layer_met1.png
Drawn at 2 px/um. Supply wires on this layer in grey.
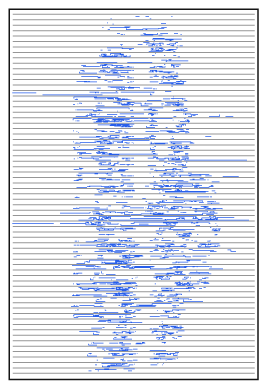
layer_met2.png
Drawn at 1.5 px/um.
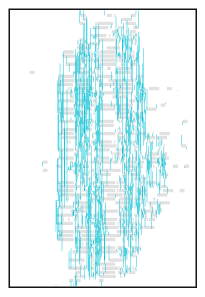
==> config.mk <==
export PLATFORM = sky130hd
export DESIGN_NAME = led_pwm_bank
export DESIGN_NICKNAME = d
export VERILOG_FILES = /design/src/rtl/led_pwm_bank.sv
export SDC_FILE = /design/constraint.sdc
export NUM_CORES = 1
export LEC_CHECK = 0
export ABC_AREA = 1
export CAP_MARGIN = 25
export CORE_ASPECT_RATIO = 1.5
export CORE_UTILIZATION = 25
export CTS_CLUSTER_DIAMETER = 120
export DETAILED_ROUTE_END_ITERATION = 7
export HOLD_SLACK_MARGIN = 0.02
export MAX_ROUTING_LAYER = met4
export SLEW_MARGIN = 20
export SYNTH_ARGS = -nofsm -noshare
export SYNTH_HDL_FRONTEND = slang
export SYNTH_SLANG_ARGS = --single-unit
export TNS_END_PERCENT = 10
==> constraint.sdc <==
create_clock -name clk -period 2.3 [get_ports clk]
set_clock_uncertainty 0.2 [all_clocks]
set_input_delay 0.46 -clock clk [delete_from_list [all_inputs] [get_ports clk]]
set_output_delay 0.46 -clock clk [all_outputs]
set_load 0.01 [all_outputs]
==> src/rtl/led_pwm_bank.sv <==
`default_nettype none
// +-----------------------------------------------------------------------------+
// | Module      : led_pwm_bank                                                  |
// | Description : Bank of LED channels with OFF/ON/PWM/BLINK modes driven by a  |
// |               shared prescaled PWM counter and frame-based blink phase.     |
// | Revision    : 1.0 - initial release                                         |
// +-----------------------------------------------------------------------------+
module led_pwm_bank #(
  parameter int NUM_LEDS     = 5,
  parameter int PWM_BITS     = 8,
  parameter int PRESCALE     = 4,
  parameter int BLINK_FRAMES = 32
) (
  input  logic                clk,
  input  logic                rst_n,
  input  logic                wr_en,
  input  logic [3:0]          wr_addr,
  input  logic [1:0]          wr_mode,
  input  logic [PWM_BITS-1:0] wr_duty,
  output logic [NUM_LEDS-1:0] led,
  output logic                pwm_sync
);

  localparam int c_presc_w = (PRESCALE > 1) ? $clog2(PRESCALE) : 1;
  localparam int c_blink_w = (BLINK_FRAMES > 1) ? $clog2(BLINK_FRAMES) : 1;
  localparam logic [c_presc_w-1:0] c_presc_last = c_presc_w'(PRESCALE - 1);
  localparam logic [c_blink_w-1:0] c_blink_last = c_blink_w'(BLINK_FRAMES - 1);
  localparam logic [PWM_BITS-1:0]  c_cnt_last   = '1;
  localparam logic [1:0] c_mode_off   = 2'd0;
  localparam logic [1:0] c_mode_on    = 2'd1;
  localparam logic [1:0] c_mode_pwm   = 2'd2;
  localparam logic [1:0] c_mode_blink = 2'd3;

  logic [c_presc_w-1:0] r_presc;
  logic [PWM_BITS-1:0]  r_cnt;
  logic [c_blink_w-1:0] r_blink_cnt;
  logic                 r_phase;
  logic                 r_sync;
  logic [1:0]           r_mode [NUM_LEDS];
  logic [PWM_BITS-1:0]  r_pend [NUM_LEDS];
  logic [PWM_BITS-1:0]  r_act  [NUM_LEDS];
  logic [NUM_LEDS-1:0]  r_led;

  logic                 w_step;
  logic                 w_boundary;
  logic [NUM_LEDS-1:0]  w_hit;
  logic [NUM_LEDS-1:0]  w_pwm_on;
  logic [NUM_LEDS-1:0]  w_led_next;

  assign w_step     = (r_presc == c_presc_last);
  assign w_boundary = w_step && (r_cnt == c_cnt_last);

  // Addresses beyond the bank never match any channel, so they are dropped here.
  generate
    for (genvar gi = 0; gi < NUM_LEDS; gi++) begin : g_ch
      assign w_hit[gi]      = wr_en && (wr_addr == 4'(gi));
      assign w_pwm_on[gi]   = (r_cnt < r_act[gi]);
      assign w_led_next[gi] = (r_mode[gi] == c_mode_on) ||
                              ((r_mode[gi] == c_mode_pwm) && w_pwm_on[gi]) ||
                              ((r_mode[gi] == c_mode_blink) && w_pwm_on[gi] && r_phase);
    end
  endgenerate

  always_ff @(posedge clk) begin
    if (!rst_n) begin
      r_presc     <= '0;
      r_cnt       <= '0;
      r_blink_cnt <= '0;
      r_phase     <= 1'b0;
      r_sync      <= 1'b0;
      r_led       <= '0;
      for (int i = 0; i < NUM_LEDS; i++) begin
        r_mode[i] <= c_mode_off;
        r_pend[i] <= '0;
        r_act[i]  <= '0;
      end
    end else begin
      r_presc <= w_step ? '0 : r_presc + c_presc_w'(1);
      if (w_step) begin
        r_cnt <= r_cnt + PWM_BITS'(1);
      end
      r_sync <= w_boundary;
      if (w_boundary) begin
        if (r_blink_cnt == c_blink_last) begin
          r_blink_cnt <= '0;
          r_phase     <= ~r_phase;
        end else begin
          r_blink_cnt <= r_blink_cnt + c_blink_w'(1);
        end
      end
      r_led <= w_led_next;
      for (int i = 0; i < NUM_LEDS; i++) begin
        if (w_hit[i]) begin
          r_mode[i] <= wr_mode;
          r_pend[i] <= wr_duty;
        end
        // A write landing on the boundary cycle bypasses pending so it is not lost a frame.
        if (w_boundary) begin
          r_act[i] <= w_hit[i] ? wr_duty : r_pend[i];
        end
      end
    end
  end

  assign led      = r_led;
  assign pwm_sync = r_sync;

endmodule
`default_nettype wire
==> results.yml <==
# synthesis and place-and-route metrics
outcome:
  status: "finished, final reports clean"
clock_network:
  clockRootBuffer: "clkbuf_16"
  worst_skew_pair.late_latency_ns: 0.35
  cts_sinks: 112
  cts_tree: "done"
yosys:
  ys_area_sq_um: 5545
  yosys_warnings: 0
  logic_family: "simple AND/OR/NAND/NOR gates"
  synth-edff-count: 90
  synth.distinct_cells: 26
  yosysTopAreaCell: "edfxtp_1"
  async_reset_ff_share_pct: 0
  compound_area_share_pct: 9.815
  ys_sh_adder_pct: 8.800
  synth_area_sq_um: 5545
  synth_top_area_share_pct: 48.74
  synth.avg_cell_area_sq_um: 9.867
  yosys.area_share.xor_xnor_pct: 0.1579
  ys_seq_share_pct: 56.68
  synth.area.top_cells: "edfxtp_1 49%, nand2_1 11%, ha_1 8.8%, dfxtp_1 7.9%, a21oi_2 6.3%"
  synthSimpleGateAreaFrac_pct: 17.01
  synth_dominant_cell_count: "nand2_1"
placement:
  place_inst: 885
  place_congestion: 0.8285
  port_buffers: 22
  placed_cell_area_sq_um: 6430
global_route:
  grt_overflow: 0
  grt_pass1_wl_um: 19410
  grt_max_degree: 21
  met2_usage_pct: 22.58
route:
  met1_length_um: 4509
  ant_nets: 0
  wl_met3_um: 278
  first_pass_iters: 6
timing:
  finalSetupTns_ns: 0
  worst_pin_slew_ns: 0.5484
  finalCriticalPeriod_ns: 2.131
  fmax_ghz: 0.4692
  slew_violations: 0
finish:
  sh_seq_area_pct: 46.79
  n_all_buffers: 61
  final_core_utilization_pct: 30.93
  comb_share_pct: 29.61
  nets: 680
  syn2layout_area_growth_pct: 21.14
  final_cells: 901
  diodes: 0
  inverters: 92
  drive_gt1_share_pct: 16.85
  buf_share_pct: 9.126
  largest_cell_class: "flip-flops and latches"
critical_path:
  worstPathArrival_ns: 1.99
  critPathKind: "in -> reg"
  critical_path_depth: 6
  r2r-end: "r_act[0][6]"
  cp-start-kind: "input pin"
  path_delay_family: "simple AND/OR/NAND/NOR gates"
  worstPathMaxFanout: 10
  rr_startpoint: "r_cnt[0]"
  endpoint: "r_mode[0][4]"
power:
  fin_total_pwr_mw: 4.221
  switchingPower_mw: 1.018
  pg_comb_uw: 353
  switching_share_pct: 24.13
  seq_power_mw: 2.33
  power_leader: "sequential cells"
floorplan:
  fp.dieW_um: 123.6
  num_tap_cells: 272
  num_io_pins: 23
  die_h_um: 184.4
min_path:
  hold-path-endpoint: "r_presc[0]"
  worstHoldPathType: "reg -> reg"
-- layer_met1.png (at the start) --
main direction: horizontal
nets with wire on the layer: 646
Detailed Route WL: 12010 um
Via Count: 3701
GR Layer Usage met1: 11.07%

-- layer_met2.png (at the start) --
main direction: vertical
nets with wire on the layer: 483
longest straight run: 89.1 um
share of all routed wire: 56%

Power figures rest on the tool's default switching activity, not on a simulated workload.
